==> run_1/cell_classes.png <==
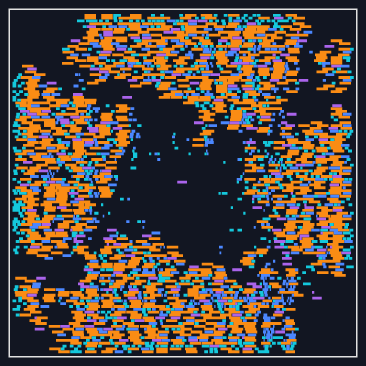
==> run_1/wire_density.png <==
The die is cut into 33 by 33 equal tiles; dark blue is low, red is high, scaled to the fullest tile. Values are wire area over tile area, all layers added.
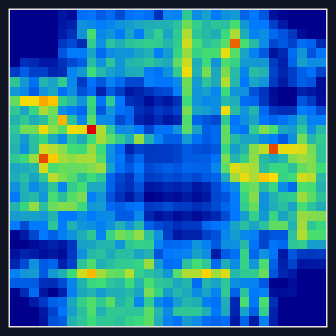
==> run_1/met4.png <==
Cells faint in the background.
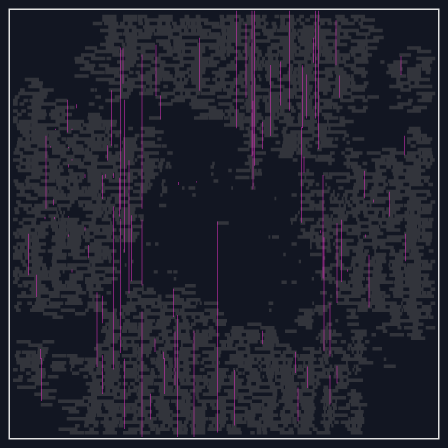
$ cat src/rtl/layer_stream_serializer_pkg.sv
// Shared definitions for the layer stream serializer.
//
// Purpose: holds the default word width, the serializer FSM state type and a
// small helper that sizes pointer/index registers so that a parameter value
// of 1 still yields a legal one-bit register.
//
// Contents:
//   DEFAULT_DATA_WIDTH - default bits per streamed word
//   stream_state_t     - IDLE (nothing buffered) / STREAM (emitting words)
//   ptr_width()        - register width needed to address n entries, min 1
package layer_stream_serializer_pkg;

    localparam int DEFAULT_DATA_WIDTH = 16;

    typedef enum logic {
        ST_IDLE   = 1'b0,
        ST_STREAM = 1'b1
    } stream_state_t;

    // $clog2(1) is 0, which would produce a zero-width register when only a
    // single frame slot is configured, so clamp to one bit.
    function automatic int ptr_width(input int n);
        return (n > 1) ? $clog2(n) : 1;
    endfunction

endpackage

$ cat src/rtl/layer_stream_serializer_frame_slot_bank.sv
// Frame storage for the layer stream serializer.
//
// Purpose: NUM_BUFS slots of NUM_WORDS x DATA_WIDTH registers. A whole frame
// is written into one slot in a single cycle; one word at a time is read back
// through a (slot, word index) multiplexer.
//
// Ports:
//   s_axi_aclk - clock, rising edge
//   wr_en      - write the full frame into slot wr_slot this cycle
//   wr_slot    - slot written by wr_en
//   wr_frame   - frame to store, word 0 at the LSBs
//   rd_slot    - slot being read
//   rd_idx     - word index being read within rd_slot
//   rd_word    - selected word (combinational from the storage registers)
module layer_stream_serializer_frame_slot_bank
    import layer_stream_serializer_pkg::*;
#(
    parameter int NUM_WORDS  = 30,
    parameter int DATA_WIDTH = DEFAULT_DATA_WIDTH,
    parameter int NUM_BUFS   = 2,
    localparam int SLOT_W    = ptr_width(NUM_BUFS),
    localparam int IDX_W     = ptr_width(NUM_WORDS)
) (
    input  logic                            s_axi_aclk,
    input  logic                            wr_en,
    input  logic [SLOT_W-1:0]               wr_slot,
    input  logic [NUM_WORDS*DATA_WIDTH-1:0] wr_frame,
    input  logic [SLOT_W-1:0]               rd_slot,
    input  logic [IDX_W-1:0]                rd_idx,
    output logic [DATA_WIDTH-1:0]           rd_word
);

    logic [DATA_WIDTH-1:0] mem [NUM_BUFS][NUM_WORDS];

    // Storage is deliberately not reset: the controller never presents a slot
    // to the output until a frame has been captured into it.
    always_ff @(posedge s_axi_aclk) begin
        if (wr_en) begin
            for (int w = 0; w < NUM_WORDS; w++) begin
                mem[wr_slot][w] <= wr_frame[w*DATA_WIDTH +: DATA_WIDTH];
            end
        end
    end

    assign rd_word = mem[rd_slot][rd_idx];

endmodule

$ cat src/rtl/layer_stream_serializer.sv
// Layer stream serializer.
//
// Purpose: captures one MLP layer's parallel output vector on a single-cycle
// strobe and replays it as a word-per-cycle valid/ready stream with a word
// index and last-word marker. Up to NUM_BUFS frames are queued; a strobe that
// finds no free slot is dropped and flagged in a sticky overrun bit.
//
// Ports:
//   s_axi_aclk    - clock, rising edge
//   s_axi_aresetn - asynchronous active-low reset
//   soft_reset    - synchronous clear, same effect as reset
//   in_valid      - capture strobe, one cycle per frame
//   in_data       - frame, word 0 at the LSBs
//   out_data      - current word (0 when not valid)
//   out_valid     - out_data holds a word
//   out_ready     - consumer accepts the word
//   out_last      - current word is the final word of its frame
//   out_index     - index of the current word within its frame
//   busy          - at least one frame is buffered
//   overrun       - sticky, a frame was dropped
//   frame_count   - completed frames, wraps at 2^16
module layer_stream_serializer
    import layer_stream_serializer_pkg::*;
#(
    parameter int NUM_WORDS  = 30,
    parameter int DATA_WIDTH = DEFAULT_DATA_WIDTH,
    parameter int NUM_BUFS   = 2
) (
    input  logic                            s_axi_aclk,
    input  logic                            s_axi_aresetn,
    input  logic                            soft_reset,
    input  logic                            in_valid,
    input  logic [NUM_WORDS*DATA_WIDTH-1:0] in_data,
    output logic [DATA_WIDTH-1:0]           out_data,
    output logic                            out_valid,
    input  logic                            out_ready,
    output logic                            out_last,
    output logic [$clog2(NUM_WORDS)-1:0]    out_index,
    output logic                            busy,
    output logic                            overrun,
    output logic [15:0]                     frame_count
);

    localparam int IDX_W = $clog2(NUM_WORDS);
    localparam int PTR_W = ptr_width(NUM_BUFS);
    localparam int OCC_W = $clog2(NUM_BUFS + 1);

    localparam logic [IDX_W-1:0] LAST_IDX = IDX_W'(NUM_WORDS - 1);
    localparam logic [PTR_W-1:0] LAST_PTR = PTR_W'(NUM_BUFS - 1);
    localparam logic [OCC_W-1:0] FULL_OCC = OCC_W'(NUM_BUFS);
    localparam logic [OCC_W-1:0] ONE_OCC  = OCC_W'(1);

    stream_state_t    state;
    stream_state_t    state_next;
    logic [PTR_W-1:0] wr_ptr;
    logic [PTR_W-1:0] wr_ptr_next;
    logic [PTR_W-1:0] rd_ptr;
    logic [PTR_W-1:0] rd_ptr_next;
    logic [OCC_W-1:0] occupancy;
    logic [OCC_W-1:0] occupancy_next;
    logic [IDX_W-1:0] idx;
    logic [IDX_W-1:0] idx_next;
    logic [15:0]      frame_count_next;
    logic             overrun_next;

    logic             xfer;
    logic             final_xfer;
    logic             accept;
    logic [DATA_WIDTH-1:0] rd_word;

    // A full buffer can still take a new frame on the cycle its oldest frame
    // finishes, because that slot is released at the same edge.
    assign xfer       = out_valid && out_ready;
    assign final_xfer = xfer && (idx == LAST_IDX);
    assign accept     = in_valid && ((occupancy < FULL_OCC) || final_xfer);

    layer_stream_serializer_frame_slot_bank #(
        .NUM_WORDS  (NUM_WORDS),
        .DATA_WIDTH (DATA_WIDTH),
        .NUM_BUFS   (NUM_BUFS)
    ) u_bank (
        .s_axi_aclk (s_axi_aclk),
        .wr_en      (accept && !soft_reset),
        .wr_slot    (wr_ptr),
        .wr_frame   (in_data),
        .rd_slot    (rd_ptr),
        .rd_idx     (idx),
        .rd_word    (rd_word)
    );

    // FSM state register.
    always_ff @(posedge s_axi_aclk or negedge s_axi_aresetn) begin
        if (!s_axi_aresetn) begin
            state <= ST_IDLE;
        end else if (soft_reset) begin
            state <= ST_IDLE;
        end else begin
            state <= state_next;
        end
    end

    // Next-state logic. STREAM is left only when the final word of the last
    // held frame goes out with no replacement frame arriving on that edge.
    always_comb begin
        state_next = state;
        case (state)
            ST_IDLE: begin
                if (accept) begin
                    state_next = ST_STREAM;
                end
            end
            ST_STREAM: begin
                if (final_xfer && !accept && (occupancy == ONE_OCC)) begin
                    state_next = ST_IDLE;
                end
            end
            default: state_next = ST_IDLE;
        endcase
    end

    // Next values for the ring pointers, occupancy, word counter and status.
    always_comb begin
        wr_ptr_next      = wr_ptr;
        rd_ptr_next      = rd_ptr;
        occupancy_next   = occupancy;
        idx_next         = idx;
        frame_count_next = frame_count;
        overrun_next     = overrun;

        if (accept) begin
            wr_ptr_next = (wr_ptr == LAST_PTR) ? '0 : wr_ptr + PTR_W'(1);
        end else if (in_valid) begin
            overrun_next = 1'b1;
        end

        if (xfer) begin
            idx_next = final_xfer ? '0 : idx + IDX_W'(1);
        end

        if (final_xfer) begin
            rd_ptr_next      = (rd_ptr == LAST_PTR) ? '0 : rd_ptr + PTR_W'(1);
            frame_count_next = frame_count + 16'd1;
        end

        case ({accept, final_xfer})
            2'b10:   occupancy_next = occupancy + ONE_OCC;
            2'b01:   occupancy_next = occupancy - ONE_OCC;
            default: occupancy_next = occupancy;
        endcase
    end

    // Datapath registers; soft_reset clears exactly what the hard reset does.
    always_ff @(posedge s_axi_aclk or negedge s_axi_aresetn) begin
        if (!s_axi_aresetn) begin
            wr_ptr      <= '0;
            rd_ptr      <= '0;
            occupancy   <= '0;
            idx         <= '0;
            frame_count <= '0;
            overrun     <= 1'b0;
        end else if (soft_reset) begin
            wr_ptr      <= '0;
            rd_ptr      <= '0;
            occupancy   <= '0;
            idx         <= '0;
            frame_count <= '0;
            overrun     <= 1'b0;
        end else begin
            wr_ptr      <= wr_ptr_next;
            rd_ptr      <= rd_ptr_next;
            occupancy   <= occupancy_next;
            idx         <= idx_next;
            frame_count <= frame_count_next;
            overrun     <= overrun_next;
        end
    end

    // Outputs depend only on registers. out_data is forced to zero outside
    // STREAM because the slot bank keeps stale contents across reset.
    assign out_valid = (state == ST_STREAM);
    assign out_data  = out_valid ? rd_word : '0;
    assign out_last  = out_valid && (idx == LAST_IDX);
    assign out_index = idx;
    assign busy      = (occupancy != '0);

endmodule

$ cat config.mk
export PLATFORM = sky130hd
export DESIGN_NAME = layer_stream_serializer
export DESIGN_NICKNAME = d
export VERILOG_FILES = /design/src/rtl/layer_stream_serializer_pkg.sv /design/src/rtl/layer_stream_serializer_frame_slot_bank.sv /design/src/rtl/layer_stream_serializer.sv
export SDC_FILE = /design/constraint.sdc
export NUM_CORES = 1
export LEC_CHECK = 0
export CAP_MARGIN = 20
export CORE_MARGIN = 2
export CORE_UTILIZATION = 35
export CTS_CLUSTER_SIZE = 8
export DETAILED_ROUTE_END_ITERATION = 10
export GPL_TIMING_DRIVEN = 0
export PLACE_DENSITY = 0.64
export SYNTH_ARGS = -nofsm -noshare
export SYNTH_HDL_FRONTEND = slang
export SYNTH_SLANG_ARGS = --single-unit
$ cat constraint.sdc
create_clock -name s_axi_aclk -period 54.8 [get_ports s_axi_aclk]
set_input_delay 10.96 -clock s_axi_aclk [delete_from_list [all_inputs] [get_ports s_axi_aclk]]
set_output_delay 10.96 -clock s_axi_aclk [all_outputs]
set_load 0.02 [all_outputs]
==> ci_impl_report.md, run 1 <==
### Flow metrics

| Metric | Value |
|---|---|
| Result of the run | `completed` |
| Sequential cell count | `987` |
| Clock tree from TritonCTS | `done` |
| EDFF count, synth | `960` |
| Final period utilization | `0.287` |
| Stage-log warning count | `28` |
| Die extent in x | `333 um` |
| Worst slew margin | `0.254` |
| Number of DRC violations after detailed routing | `0` |
| Worst-path maximum fanout | `11` |
| Final worst setup slack | `39.07 ns` |
| Highest ir drop seen on vdd | `31.8 uV` |
| Multi-input gate area | `7700 um2` |
| Post-CTS Hold Fix Bufs | `0` |
| Number of cell rows | `120` |
| I/O pins | `526` |
| Number of I/O port buffers | `525` |
| Reg2reg start | `out_index[1]` |
| CTS HTree Levels | `4` |
| Worst hold start | `overrun` |
| Post-Place Cells | `3779` |
| Layout cells sized above 1 | `0.202` |
| Buffers outside the clock class | `720` |
| Largest contributor to cell area by class | `registers` |
| Leading cell types by count after synthesis | `edfxtp_1, mux4_2, mux2i_1` |
| Area share of and/or/nand/nor cells after synthesis | `0.0168` |
| DIE AREA | `111000 um2` |
| Dominant register cell | `edfxtp_1` |
| Count of non-CTS inverters in the layout | `8` |
| Worst reg-to-reg setup slack | `49.64 ns` |
| Unique masters post-synth | `45` |
| Most frequent logic cells in the routed design | `edfxtp_1, clkdlybuf4s50_1, mux4_2` |
| Count of final max-slew check failures | `0` |
| Clock latency of the later-clocked register in the worst-skew pair | `0.74 ns` |
| Most area-consuming cells after synthesis | `edfxtp_1, mux4_2, mux2i_1, dfrtp_1, a22oi_1` |
| Worst Reg2Reg Path Length in Cells | `17` |
| Sequential share of the synthesized area | `0.779` |
| Main combinational cell family by area after synthesis | `multiplexers` |
| Post-CTS Setup Repair Bufs | `0` |
| Critical register-to-register path endpoint | `u_bank.mem[0][91]` |
| Layout Nets | `3011` |
| Post-Syn Area | `37900 um2` |
| Dominant cell by count in the synthesized netlist | `edfxtp_1` |
| Number of antenna violations at the first check in global routing | `51` |
| Number of well-tap cells placed | `1403` |
| Power Dens Cells | `36.3 nW/um2` |
| Worst setup startpoint | `out_index[1]` |
| Final non-clock buffer share | `0.140` |
| Most frequent cell on the critical path | `buf_2` |
| Max clock buf depth | `3` |
| XOR Share, Synth | `0.00347` |
| Hold Vio Cnt, Final | `0` |
| Count of instantiated cells in the yosys netlist | `1757` |
| Share of flip-flops with an asynchronous set or reset after synthesis | `0.0274` |
| Clock transition at the registers of the reported paths | `0.05 ns` |
| Worst hold path type | `flop to flop` |
| Total power draw | `1.82 mW` |
| Weighted congestion at the end of routability-driven global placement | `0.808` |
| Final cell count without fillers | `3982` |
| Quantity of gates resized following cts | `0` |
| Share of the final layout cell area in sequential cells | `0.590` |
| Pre-CTS setup slack | `39.70 ns` |
| Syn avg cell area | `21.5 um2` |
| Area taken by flip-flops and latches | `29500 um2` |
| Logic gate fraction of the total cell area | `0.154` |
| Drt first pass iters | `5` |
| Filler cell count in the final layout | `8983` |
Back to the opening pictures, cell_classes.png:
legend:
  orange:
    class: flip-flops
    cells: 987
    share_of_their_area: 61%
  blue:
    class: all other logic
    cells: 670
    share_of_their_area: 16%
  cyan:
    class: other buffers and delay cells
    cells: 720
    share_of_their_area: 15%
  purple:
    class: clock drivers and dummy loads
    cells: 172
    share_of_their_area: 8.2%

Back to the opening pictures, wire_density.png:
nearly empty tiles: 7.5%
tiles over half the peak: 15%
emptiest ninth of the die: middle
fullest tile: 0.59
mean over tiles: 0.18
overall track demand over capacity in global routing: 0.211
total routed wirelength: 117 mm
Vias: 20931

Back to the opening pictures, met4.png:
main direction: vertical
wire length on this layer: 3650 um
longest straight run: 164 um
nets with wire on the layer: 61

## run 1: registers in the layout (all words and copies together) (netlist names)
name         count
frame_count     16
occupancy        2
out_index        5
out_valid        1
overrun          1
rd_ptr           1
u_bank.mem     960
wr_ptr           1
## run 1: routing by layer
layer / track usage / vias to the layer above / wire [um]
met5: 0 / - / 282
li1: - / 8939 / -
met1: 0.260 / 10858 / 45600
met3: 0.0649 / 216 / 10100
met2: 0.348 / 876 / 57800
met4: 0.0826 / 42 / 3650
## run 1: where the power goes
part / internal (mW) / switching [mW] / total (mW)
clock: 0.469 / 0.314 / 0.783
sequential: 0.881 / 0.00980 / 0.891
combinational: 0.0710 / 0.0725 / 0.144
total: 1.42 / 0.396 / 1.82
==> run_1/clock_map.png <==
Bar = 100 um.
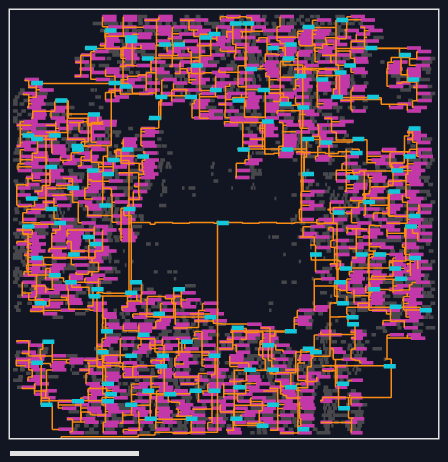

==> run 2, diff against run 1 <==
- PLACE_DENSITY: 0.64 -> 0.66
- clock period: 54.8 -> 14.4 ns (I/O delays scaled with it)
==> run_2/clock_map.png <==
Bar = 100 um.
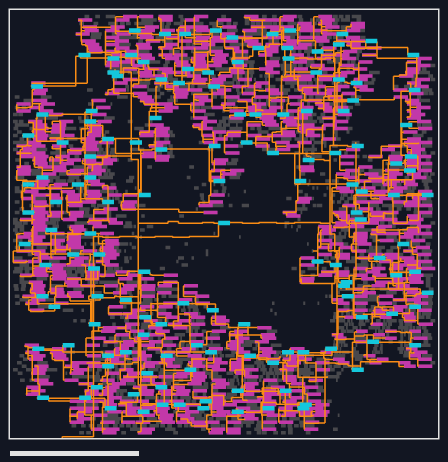
legend:
  magenta:
    item: flip-flops
    count: 987
  cyan:
    item: cells driving clock nets
    count: 142
  orange:
    item: clock wires
    length: 12900 um
flops lie: widely spread

==> run_2/met4.png <==
Cells faint in the background.
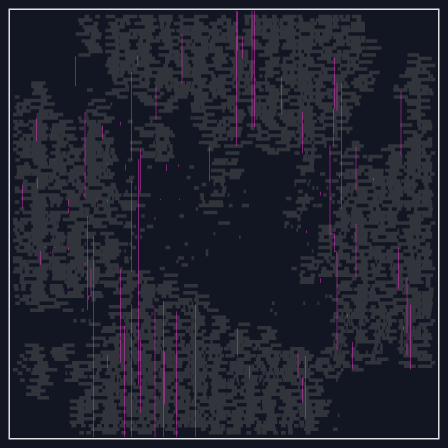
share of all routed wire: 2.4%
nets with wire on the layer: 59
main direction: vertical
Vias: 20884
total routed wirelength: 118 mm

==> run 2 against run 1 <==
Effect of this change: global-route usage up 0.058 points; clock power grew to 3.8 times the previous value; first-iteration DRC count shrank 3.7%; sequential power grew to 3.8 times the previous value; die size is the same; critical path depth unchanged; cell area rose by 0.69%; hold slack improved by 0.027 ns; sequential share of layout area is 0.40 points lower; worst setup slack lost 32 ns; synthesized cell count stayed put; largest cell class unchanged.
==> ci_impl_report.md, run 2 <==
### Flow metrics

| Metric | Value |
|---|---|
| Number of buffers created by CTS | `142 (unchanged)` |
| Post-CTS Setup Repair Bufs | `0 (unchanged)` |
| Critical register-to-register path endpoint | `u_bank.mem[1][171] (was u_bank.mem[0][91])` |
| Hold Vio Cnt, Final | `0 (unchanged)` |
| Detailed-placement wirelength estimate | `89.1 mm (was 88.7 mm)` |
| Drt first pass iters | `5 (unchanged)` |
| Multi-input gate area | `7730 um2 (was 7700 um2)` |
| Most area-consuming cells after synthesis | `edfxtp_1, mux4_2, mux2i_1, dfrtp_1, a22oi_1 (unchanged)` |
| Worst setup skew after layout | `0.0341 ns (was 0.0279 ns)` |
| Cell taking the most area after synthesis | `edfxtp_1 (unchanged)` |
| Number of I/O port buffers | `525 (unchanged)` |
| I/O pins | `526 (unchanged)` |
| Leading cell types by count after synthesis | `edfxtp_1, mux4_2, mux2i_1 (unchanged)` |
| Power in combinational cells | `574 uW (was 144 uW)` |
| Top cell family by delay on the critical path | `buffers and inverters (unchanged)` |
| Routing usage on met3 | `0.0625 (was 0.0649)` |
| Proportion of power drawn by the clock network | `0.432 (was 0.431)` |
| Power consumed by sequential cells | `3.39 mW (was 891 uW)` |
| Highest ir drop seen on vdd | `90.1 uV (was 31.8 uV)` |
| Post-Place Cells | `3749 (was 3779)` |
| Number of antenna violations at the first check in global routing | `45 (was 51)` |
| Levels on crit path | `8 (unchanged)` |
| Stage-log warning count | `29 (was 28)` |
| Worst reg-to-reg setup slack | `9.81 ns (was 49.64 ns)` |
| Sequential share of the synthesized area | `0.779 (unchanged)` |
| Worst slew margin | `0.235 (was 0.254)` |
| Count of buffer and inverter cells on the critical path | `4 (unchanged)` |
| Max clock buf depth | `3 (unchanged)` |
| Endpoints failing setup | `0 (unchanged)` |
| Via count of the first global-routing pass | `22595 (was 22563)` |
| Clock latency of the later-clocked register in the worst-skew pair | `0.76 ns (was 0.74 ns)` |
| Internal Dissipation | `5.44 mW (was 1.42 mW)` |
| Weighted congestion at the end of routability-driven global placement | `0.803 (was 0.808)` |
| Sink of the worst hold path | `overrun (unchanged)` |
| Syn avg cell area | `21.5 um2 (unchanged)` |
| DIE AREA | `111000 um2 (unchanged)` |
| Floorplan net count | `2247 (unchanged)` |
| Summed area of non-filler cells in the final layout | `50400 um2 (was 50000 um2)` |
| Overall track demand over capacity in global routing | `0.212 (was 0.211)` |
| Leakage dissipation | `16.1 nW (about the same)` |
| Worst-path maximum fanout | `10 (was 11)` |
| Number of violations reported at the end of detailed-routing iteration 0 | `1929 (was 2004)` |
| Top Usage Layer GRT | `met2 (unchanged)` |
| Switching Fraction | `0.221 (was 0.218)` |
| Count of instantiated cells in the yosys netlist | `1757 (unchanged)` |
| Unique masters post-synth | `45 (unchanged)` |
| Chip area in the Yosys report | `37900 um2 (unchanged)` |
| Worst hold path type | `flop to flop (unchanged)` |
| Nature of the critical path startpoint | `flop (unchanged)` |
| Power in the clock group | `3.01 mW (was 783 uW)` |
| Core utilization of the finished layout | `0.470 (was 0.466)` |
| Part of the total power dissipated in sequential elements | `0.486 (was 0.490)` |
| Dominant cell by count in the synthesized netlist | `edfxtp_1 (unchanged)` |
| Global routing met1 resource utilization | `0.265 (was 0.260)` |
| Pre-CTS setup slack | `7.50 ns (was 39.70 ns)` |
| Instance count along the most critical hold path | `2 (unchanged)` |
| Reg2reg start | `out_index[1] (unchanged)` |
| Total power draw | `6.98 mW (was 1.82 mW)` |
| Worst hold start | `overrun (unchanged)` |
| Power Dens Cells | `139 nW/um2 (was 36.3 nW/um2)` |
| Cell at the root of the clock tree | `clkbuf_16 (unchanged)` |
| Arrival time of the worst setup path | `4.67 ns (was 4.77 ns)` |
| Register with the most flip-flops | `u_bank.mem (unchanged)` |
| Unrepaired setup endpoints after global routing | `no (unchanged)` |
| Length of routed met3 wiring | `10.5 mm (was 10.1 mm)` |
| Uppermost signal routing layer after detailed routing | `met5 (unchanged)` |
| First-pass GRT wire length | `163 mm (about the same)` |
| Most frequent logic cells in the routed design | `edfxtp_1, clkdlybuf4s50_1, mux4_2 (unchanged)` |
| Net switching power | `1.54 mW (was 396 uW)` |
| Met2 global-route usage | `0.353 (was 0.348)` |
| Most frequent cell on the critical path | `buf_2 (unchanged)` |
| Area taken by flip-flops and latches | `29500 um2 (unchanged)` |
| Initial Utilization | `0.353 (unchanged)` |
| Final period utilization | `0.524` |
| Worst setup startpoint | `out_index[0] (was out_index[1])` |
| Count of warnings emitted by yosys | `0 (unchanged)` |
| Clock transition at the registers of the reported paths | `0.06 ns (was 0.05 ns)` |
| Endpoint of the most critical setup path | `out_data[10] (was out_data[2])` |
| Max stage delay on crit path | `0.82 ns (was 0.81 ns)` |
| Die extent in x | `333 um (unchanged)` |
| Flip-flop count of the largest register after layout | `960 (unchanged)` |
| Share of flip-flops with an asynchronous set or reset after synthesis | `0.0274 (unchanged)` |
| Part of the power in combinational logic | `0.082 (was 0.079)` |
| Average wire per cell in the routed design | `30.0 um (was 29.5 um)` |
| Number of DRC violations after detailed routing | `0 (unchanged)` |
| Met2 layer wire length in the routed design | `58.8 mm (was 57.8 mm)` |
| Result of the run | `completed (unchanged)` |
| Filler cell count in the final layout | `8900 (was 8983)` |
| Met1 layer wirelength in the final routing | `45.7 mm (was 45.6 mm)` |
| Number of cell rows | `120 (unchanged)` |
| Worst Reg2Reg Path Length in Cells | `17 (unchanged)` |
| CTS HTree Levels | `4 (unchanged)` |
| Layout Nets | `2980 (was 3011)` |
| Most frequent logic cell in the layout | `edfxtp_1 (unchanged)` |
| Post-CTS Hold Fix Bufs | `0 (unchanged)` |
| Overflow left after global routing | `0 (unchanged)` |
| Post-Syn Area | `37900 um2 (unchanged)` |
| WP data required | `11.52 ns (was 43.84 ns)` |
| Pin count of the biggest net entering global routing | `23 (was 21)` |
| EDFF count, synth | `960 (unchanged)` |
| Max stage delay cell, worst path | `a211oi_1 (was clkbuf_1)` |
| Category of the worst setup path capture point | `output pin (unchanged)` |
| Layout cells sized above 1 | `0.193 (was 0.202)` |
| Count of final max-slew check failures | `0 (unchanged)` |
| Main power-consuming group | `sequential cells (unchanged)` |
| Mean number of vias per cell | `5.30 (was 5.26)` |
| Quantity of gates resized following cts | `0 (unchanged)` |
| #FFs+latches synth | `987 (unchanged)` |
| Post-route ant nets | `0 (unchanged)` |
| Clock tree from TritonCTS | `done (unchanged)` |
| Final cell count without fillers | `3943 (was 3982)` |
| Dominant register cell | `edfxtp_1 (unchanged)` |
| Worst slew pin tran | `1.15 ns (was 1.12 ns)` |
| Synth top area share | `0.762 (unchanged)` |
| Clock period minus worst slack | `7.55 ns` |
| Final worst setup slack | `6.85 ns (was 39.07 ns)` |
[run 2: cell count changes in the layout (fill, tap and decap cells not counted), moves of 2 or more]
cell	change
clkinv_16	+3
buf_6	-75
buf_8	+12
clkinv_2	-2
clkbuf_1	+6
buf_4	-3
diode_2	-14
buf_16	+35
[run 2: area by class of cell]
class / count / area share
Sequential cell: 987 / 0.586
Multi-Input combinational cell: 662 / 0.154
Timing Repair Buffer: 589 / 0.132
Clock buffer: 161 / 0.0726
Tap cell: 1403 / 0.0349
Buffer: 100 / 0.0125
Clock inverter: 17 / 0.00678
Antenna cell: 16 / 0.000795
Inverter: 8 / 0.000596
[run 2: cells by family after synthesis]
group / synth area share
compound gates: 0.0394
simple gates: 0.0168
xor+xnor: 0.00347
flops: 0.779
buf+inv: 0.0174
fa+ha+maj: 0.00165
mux: 0.142
==> run 3, diff against run 2 <==
- clock period: 14.4 -> 6.2 ns (I/O delays scaled with it)
==> run_3/wire_density.png <==
The die is cut into 33 by 33 equal tiles; dark blue is low, red is high, scaled to the fullest tile. Values are wire area over tile area, all layers added.
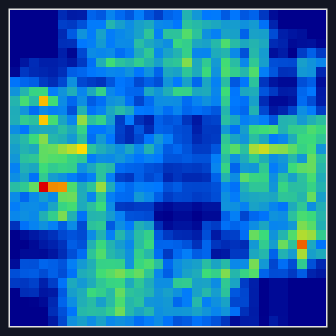
tiles over half the peak: 6.5%
nearly empty tiles: 7.9%
emptiest ninth of the die: middle
fullest tile: 0.67
mean over tiles: 0.18

==> run 3 against run 2 <==
Effect of this change: clock power is 130% higher; clock skew stayed put; first-iteration DRC count stayed put; combinational power is 130% higher; total power is 130% higher; count of clock-buffer cells in the layout stayed put; critical endpoint unchanged.
==> ci_impl_report.md, run 3 <==
### Flow metrics

| Metric | Value |
|---|---|
| Instance count along the most critical hold path | `2 (unchanged)` |
| Summed area of non-filler cells in the final layout | `50400 um2 (unchanged)` |
| Main power-consuming group | `sequential cells (unchanged)` |
| Flip-flop count of the largest register after layout | `960 (unchanged)` |
| Number of buffers created by CTS | `142 (unchanged)` |
| Sequential share of the synthesized area | `0.779 (unchanged)` |
| Leading cell types by count after synthesis | `edfxtp_1, mux4_2, mux2i_1 (unchanged)` |
| Stage-log warning count | `29 (unchanged)` |
| Worst hold path type | `flop to flop (unchanged)` |
| Most frequent cell on the critical path | `buf_2 (unchanged)` |
| Chip area in the Yosys report | `37900 um2 (unchanged)` |
| Share of flip-flops with an asynchronous set or reset after synthesis | `0.0274 (unchanged)` |
| Core region area | `107000 um2 (unchanged)` |
| Unique masters post-synth | `45 (unchanged)` |
| Most frequent logic cells in the routed design | `edfxtp_1, clkdlybuf4s50_1, mux4_2 (unchanged)` |
| Area share of and/or/nand/nor cells after synthesis | `0.0168 (unchanged)` |
| Register with the most flip-flops | `u_bank.mem (unchanged)` |
| Dominant register cell | `edfxtp_1 (unchanged)` |
| Post-Place Cells | `3749 (unchanged)` |
| Average wire per cell in the routed design | `30.0 um (unchanged)` |
| Most area-consuming cells after synthesis | `edfxtp_1, mux4_2, mux2i_1, dfrtp_1, a22oi_1 (unchanged)` |
| Internal Dissipation | `12.6 mW (was 5.44 mW)` |
| Drt first pass iters | `5 (unchanged)` |
| Initial Utilization | `0.353 (unchanged)` |
| Power in combinational cells | `1.33 mW (was 574 uW)` |
| Compound Share, Synth | `0.0394 (unchanged)` |
| Final period utilization | `0.953` |
| Overflow left after global routing | `0 (unchanged)` |
| Post-Syn Area | `37900 um2 (unchanged)` |
| Pin count of the biggest net entering global routing | `23 (unchanged)` |
| Post-CTS Hold Fix Bufs | `0 (unchanged)` |
| Arrival time of the worst setup path | `4.67 ns (about the same)` |
| Share of the final layout cell area in sequential cells | `0.586 (unchanged)` |
| Max stage delay cell, worst path | `a211oi_1 (unchanged)` |
| Result of the run | `completed (unchanged)` |
| Count of non-CTS inverters in the layout | `8 (unchanged)` |
| Logic gate fraction of the total cell area | `0.154 (unchanged)` |
| Cell at the root of the clock tree | `clkbuf_16 (unchanged)` |
| Dominant cell by count in the synthesized netlist | `edfxtp_1 (unchanged)` |
| Layout cells sized above 1 | `0.193 (unchanged)` |
| Clock period minus worst slack | `5.91 ns` |
| Power Dens Cells | `322 nW/um2 (was 139 nW/um2)` |
| Mean number of vias per cell | `5.30 (unchanged)` |
| Count of instantiated cells in the yosys netlist | `1757 (unchanged)` |
| Main combinational cell family by area after synthesis | `multiplexers (unchanged)` |
| Max stage delay on crit path | `0.82 ns (about the same)` |
| Count of final max-slew check failures | `0 (unchanged)` |
| Total routed wirelength | `118 mm (unchanged)` |
| Most frequent logic cell in the layout | `edfxtp_1 (unchanged)` |
| Weighted congestion at the end of routability-driven global placement | `0.803 (unchanged)` |
| Syn avg cell area | `21.5 um2 (unchanged)` |
| XOR Share, Synth | `0.00347 (unchanged)` |
| Sink of the worst hold path | `overrun (unchanged)` |
| Layout Nets | `2980 (unchanged)` |
| Leakage dissipation | `16.1 nW (unchanged)` |
| CTS HTree Levels | `4 (unchanged)` |
| Die extent in x | `333 um (unchanged)` |
| Mux cell area share after synthesis | `0.142 (unchanged)` |
| Final non-clock buffer share | `0.145 (unchanged)` |
| Critical register-to-register path endpoint | `u_bank.mem[1][171] (unchanged)` |
| Category of the worst setup path capture point | `output pin (unchanged)` |
| Post-route ant nets | `0 (unchanged)` |
| Worst slew pin tran | `1.15 ns (unchanged)` |
| Number of DRC violations after detailed routing | `0 (unchanged)` |
| Max clock buf depth | `3 (unchanged)` |
| Area taken by flip-flops and latches | `29500 um2 (unchanged)` |
| WP data required | `4.96 ns (was 11.52 ns)` |
| Clock tree from TritonCTS | `done (unchanged)` |
| Quantity of gates resized following cts | `0 (unchanged)` |
| Final worst setup slack | `0.291 ns (was 6.85 ns)` |
| Top cell family by delay on the critical path | `buffers and inverters (unchanged)` |
| Number of violations reported at the end of detailed-routing iteration 0 | `1929 (unchanged)` |
| Part of the power in combinational logic | `0.082 (about the same)` |
| Power consumed by sequential cells | `7.88 mW (was 3.39 mW)` |
| Worst Reg2Reg Path Length in Cells | `17 (unchanged)` |
| Sequential cell count | `987 (unchanged)` |
| Multi-input gate area | `7730 um2 (unchanged)` |
| Largest contributor to cell area by class | `registers (unchanged)` |
| DIE AREA | `111000 um2 (unchanged)` |
| Part of the total power dissipated in sequential elements | `0.486 (about the same)` |
| Detailed-placement wirelength estimate | `89.1 mm (unchanged)` |
| Number of antenna violations at the first check in global routing | `45 (unchanged)` |
| CLK BUF | `161 (unchanged)` |
| Core utilization of the finished layout | `0.470 (unchanged)` |
| Worst-path maximum fanout | `10 (unchanged)` |
| Unrepaired setup endpoints after global routing | `no (unchanged)` |
| Worst hold start | `overrun (unchanged)` |
| Final cell count without fillers | `3943 (unchanged)` |
| Highest ir drop seen on vdd | `209 uV (was 90.1 uV)` |
| Reg2reg start | `out_index[1] (unchanged)` |
| Via count of the first global-routing pass | `22595 (unchanged)` |
| Total power draw | `16.2 mW (was 6.98 mW)` |
| Post-CTS Setup Repair Bufs | `0 (unchanged)` |
| I/O pins | `526 (unchanged)` |
| Worst reg-to-reg setup slack | `1.61 ns (was 9.81 ns)` |
| Hold Vio Cnt, Final | `0 (unchanged)` |
| Number of cell rows | `120 (unchanged)` |
| Synth top area share | `0.762 (unchanged)` |
| Buffers outside the clock class | `689 (unchanged)` |
| Floorplan net count | `2247 (unchanged)` |
| Count of warnings emitted by yosys | `0 (unchanged)` |
| Clock network contribution to total cell area | `0.0794 (unchanged)` |
| Area fraction in full adders, half adders and majority gates | `0.00165 (unchanged)` |
| EDFF count, synth | `960 (unchanged)` |
| Cell taking the most area after synthesis | `edfxtp_1 (unchanged)` |
| Nature of the critical path startpoint | `flop (unchanged)` |
| Pre-CTS setup slack | `0.941 ns (was 7.50 ns)` |
| Switching Fraction | `0.221 (about the same)` |
| First-pass GRT wire length | `163 mm (unchanged)` |
| Count of buffer and inverter cells on the critical path | `4 (unchanged)` |
| Worst slew margin | `0.235 (unchanged)` |
| Antenna Cells | `16 (unchanged)` |
==> run_3/clock_map.png <==
Bar = 100 um.
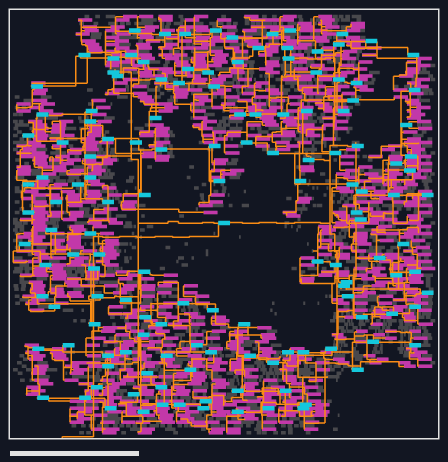
legend:
  orange:
    item: clock wires
    length: 12900 um
  cyan:
    item: cells driving clock nets
    count: 142
  magenta:
    item: flip-flops
    count: 987
routed clock nets: 143
clock latency of the later-clocked register in the worst-skew pair: 0.76 ns
proportion of power drawn by the clock network: 0.432
worst setup skew after layout: 0.0341 ns
power in the clock group: 7.00 mW

## run 3: worst max path at each step
stage | from | end | slack (ns) | cells past startpoint
after global routing | out_index[0] | out_data[10] | 0.06 | 8
after floorplan | out_ready | u_bank.mem[1][0] | -7.94 | 4
final | out_index[0] | out_data[10] | 0.29 | 8
after global placement | out_ready | u_bank.mem[1][12] | -14.15 | 5
after detailed placement | out_index[0] | out_data[10] | 0.94 | 8
after CTS | out_index[0] | out_data[10] | 0.11 | 8
## run 3: metal layers
layer | global-route usage | vias up | share of wire
li1 | - | 8895 | -
met1 | 0.265 | 10864 | 0.39
met2 | 0.353 | 891 | 0.50
met3 | 0.0625 | 186 | 0.089
met4 | 0.0688 | 48 | 0.024
met5 | 0 | - | 0.0026
Power is estimated from default activity; no workload was simulated.
